==> images/pins.png <==
Pins as bars across the die edge, other pins in grey.
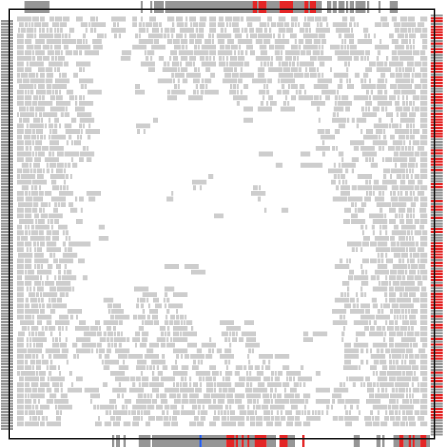
==> images/clock_map.png <==
The bar under the picture is 50 µm long.
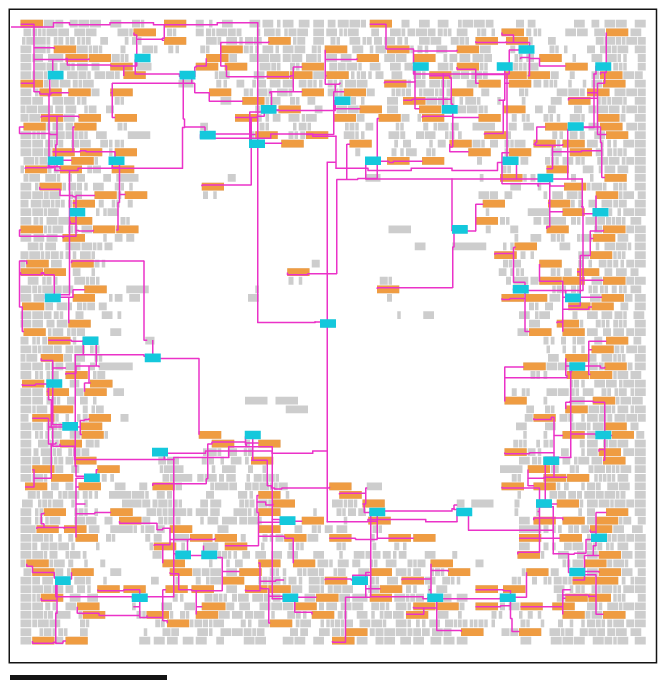
Design aes_mode_controller, sky130hd; sources not shown.
==> results.rst <==
Implementation results
======================

.. list-table::
   :header-rows: 1

   * - Metric
     - Value
   * - Most used flip-flop cell after synthesis
     - sky130_fd_sc_hd__dfxtp_1
   * - Sequential share of the synthesized area
     - 56.0%
   * - Netlist Area Pre-Place
     - 9800 µm²
   * - Vias in the first global route
     - 11,554
   * - Sequential cell area
     - 5490 µm²
   * - Endpoint class of the critical path
     - flop
   * - Synth cell types
     - 42
   * - Max Transition Viols Final
     - 0
   * - Initial antenna violation count
     - 3
   * - Async set-or-reset flop fraction in the synthesized netlist
     - 0%
   * - Post-synth EDFFs
     - 0
   * - Status
     - finished clean
   * - Worst hold slack across all endpoints
     - 0.0992 ns
   * - Final cell count without fillers
     - 2,566
   * - Clock-pin slew on the worst setup and hold paths
     - 0.06 ns
   * - Post-detail-place hpwl
     - 26,500 µm
   * - Max Clock Freq
     - 518 MHz
   * - Number of logic gates
     - 858
   * - Fraction of area in multi-input gates
     - 20.5%
   * - Worst min-delay path category
     - in -> reg
   * - Largest net degree at the start of global routing
     - 82
   * - Number of levels the H-tree was split into
     - 2
   * - Initial DRT Pass Iterations
     - 5
   * - Total number of placement rows
     - 73
   * - Element type at the critical path start
     - flop
   * - Ratio of final minimum period to clock period
     - 91.9%
   * - I/O pin cnt
     - 528
   * - Non-clock buffers
     - 816
   * - Stages on worst setup path
     - 5
   * - Post-Synthesis Cells
     - 1,226
   * - Overall via count from detail_route
     - 11,299
   * - Final weighted congestion in routability-driven placement
     - 0.772
   * - Design internal power
     - 9700 µW
   * - Static Leak
     - 0.00751 µW
   * - Area taken by multi-input logic gates
     - 3810 µm²
   * - Switching power of the nets
     - 5150 µW
   * - Number of clock buffers inserted by TritonCTS
     - 49
   * - Fa+ha+maj area frac
     - 0.255%
   * - Share of cell area taken by muxes after synthesis
     - 0.319%
   * - Count of flip-flops and latches
     - 274
   * - Cells resized by post-CTS repair
     - 0
   * - Synth flops
     - 274
   * - Global-route wire length before repair
     - 62,200 µm
   * - Library cell contributing the largest single delay on the critical path
     - sky130_fd_sc_hd__dfxtp_1
   * - Portion of total power attributed to sequential cells
     - 37.7%
   * - Mean cell area of the mapped netlist
     - 7.99 µm²
   * - Number of nets still failing antenna checks after routing
     - 0
   * - Postcts setup bufs
     - 0
   * - Power density relative to cell area
     - 798 nW/µm²
   * - Clock period minus worst slack
     - 1.93 ns
   * - Top cell family by delay on the critical path
     - simple AND/OR/NAND/NOR gates
   * - Number of DRC markers after the initial detailed-route iteration
     - 640
   * - Area growth syn-to-layout
     - 90.1%
   * - Cell count listed in synth_stat.txt
     - 1,226
   * - Slew at the pin with the worst max-slew slack
     - 0.404 ns
   * - Count of synthesis-stage warnings from yosys
     - 0
   * - Worst slack at placement
     - 0.151 ns
   * - Total global routing track utilization
     - 18.2%
   * - Worst reg2reg setup slack
     - 0.17 ns
   * - Critical path cell sequence
     - nor2_1 > and3_4 > buf_12 > nand2_1 > a21oi_1
   * - Highest cell delay on the worst timing path
     - 0.42 ns
   * - Xor+xnor area frac
     - 0.536%
   * - Number of OpenROAD warnings
     - 27
   * - Tightest slew margin relative to the limit
     - 72.6%
   * - Top library cells by usage in the layout, fill and taps aside
     - sky130_fd_sc_hd__nand2_1 (520), sky130_fd_sc_hd__buf_4 (282), sky130_fd_sc_hd__dfxtp_1 (273)
   * - Top power group
     - registers
   * - Number of nets in the layout
     - 2,269
   * - Arrival time reported for the critical path endpoint
     - 2.23 ns
   * - Hold Path Depth
     - 3
   * - Dpl cells
     - 2,222
   * - Detailed-route DRC error count
     - 0
   * - NonClk Buf Share
     - 41.0%
   * - Total of endpoints with negative setup slack in the final report
     - 0
   * - Buffers from clock root to sink, at most
     - 3
   * - Final hold violation count
     - 0
   * - Wirelength, routed
     - 40,600 µm
   * - Share of the final layout cell area in sequential cells
     - 29.5%
   * - Filler cell count
     - 3,694
   * - Synthesis area per yosys
     - 9800 µm²
   * - Max_cap viols
     - 0
   * - Post-route worst setup slack
     - 0.170 ns
   * - Combinational share of power
     - 27.3%
   * - Depth of the worst register-to-register path
     - 5
   * - Remaining global-route overflow
     - 0
   * - Most common library cell in the layout ignoring fill and taps
     - sky130_fd_sc_hd__nand2_1
   * - Ratio of cells with drive above 1 in the final layout
     - 18.8%
   * - Clock tree from TritonCTS
     - yes
   * - Core ar.
     - 39,500 µm²
   * - Worst Setup Path Type
     - reg -> reg
   * - Worst Path Max Fanout
     - 38
   * - Post-synthesis share of cell area spent on and-or and or-and gates
     - 14.8%
   * - Drt wl/cell
     - 15.8 µm
   * - Largest cell class
     - non-clock buffers
   * - CTS Root Cell
     - sky130_fd_sc_hd__clkbuf_8
   * - Number of well taps
     - 525
   * - Power Total
     - 14,800 µW
   * - Synthesized Nets
     - 1,492
   * - Prevailing logic family in the synthesized netlist
     - simple AND/OR/NAND/NOR gates
   * - Flip-flop and latch power
     - 5600 µW
   * - Sum of negative setup slack
     - 0 ns
   * - Crit path DRT
     - 2.40 ns
   * - Effective utilization at floorplan
     - 24.8%
   * - Unrepaired setup endpoints after global routing
     - no
   * - Clock tree cell share of total cell area
     - 5.46%
   * - Clock sinks
     - 274
   * - Combinational logic power
     - 4050 µW
Back to the opening pictures, pins.png:
`SelRst` -> blue  # pins 1, direction output, edge bottom
`ResultIn` -> red  # pins 128, direction input, edge 85 right, 25 bottom, 18 top
number of port buffers: 527
die boundary height: 207 µm
Chip Width: 205 µm

Back to the opening pictures, clock_map.png:
clock wires -> magenta  # length 4,430 µm
flip-flops -> orange  # count 274
cells driving clock nets -> cyan  # count 49
flops lie = spread over the die
routed clock nets = 50
proportion of power drawn by the clock network: 35.0%
Clk. pwr: 5190 µW
clock insertion delay at the later pin of the skew report: 0.60 ns

==> layer usage <==
metal / up-vias / share of wire [%] / track usage [%]
li1: 5523 / - / -
met1: 5203 / 39 / 20.5
met2: 480 / 48 / 31.6
met3: 91 / 9.2 / 6.13
met4: 2 / 3.3 / 6.95
met5: - / 0.032 / 0
==> worst min-delay path, cell delays in order <==
cell                              delay (ns)
sky130_fd_sc_hd__clkdlybuf4s50_1        0.48
sky130_fd_sc_hd__nand2_1                0.10
sky130_fd_sc_hd__a21oi_1                0.05
==> cell usage after synthesis (2+ instances only) <==
cell	count	area, µm²
sky130_fd_sc_hd__xnor2_1	5	43.8
sky130_fd_sc_hd__nand3b_1	3	22.5
sky130_fd_sc_hd__a21oi_1	266	1330
sky130_fd_sc_hd__inv_1	4	15.0
sky130_fd_sc_hd__o21ai_0	4	20.0
sky130_fd_sc_hd__dfxtp_1	274	5490
sky130_fd_sc_hd__nor2_1	20	75.1
sky130_fd_sc_hd__nor3_1	4	20.0
sky130_fd_sc_hd__and3_1	2	12.5
sky130_fd_sc_hd__buf_2	26	130
sky130_fd_sc_hd__nor4_2	2	25.0
sky130_fd_sc_hd__and2_1	2	12.5
sky130_fd_sc_hd__buf_4	16	120
sky130_fd_sc_hd__clkbuf_1	35	131
sky130_fd_sc_hd__clkbuf_4	2	15.0
sky130_fd_sc_hd__or3b_1	2	17.5
sky130_fd_sc_hd__ha_1	2	25.0
sky130_fd_sc_hd__nand2_1	520	1950
sky130_fd_sc_hd__buf_6	11	124
sky130_fd_sc_hd__mux2i_1	2	20.0
sky130_fd_sc_hd__nand3_1	3	15.0
==> what timing repair did <==
item / CTS / global route
endpoints found under the setup margin: 0 / 0
hold buffers: 255 / 0
endpoints found under the hold margin: 262 / 0
Power is estimated from default activity; no workload was simulated.
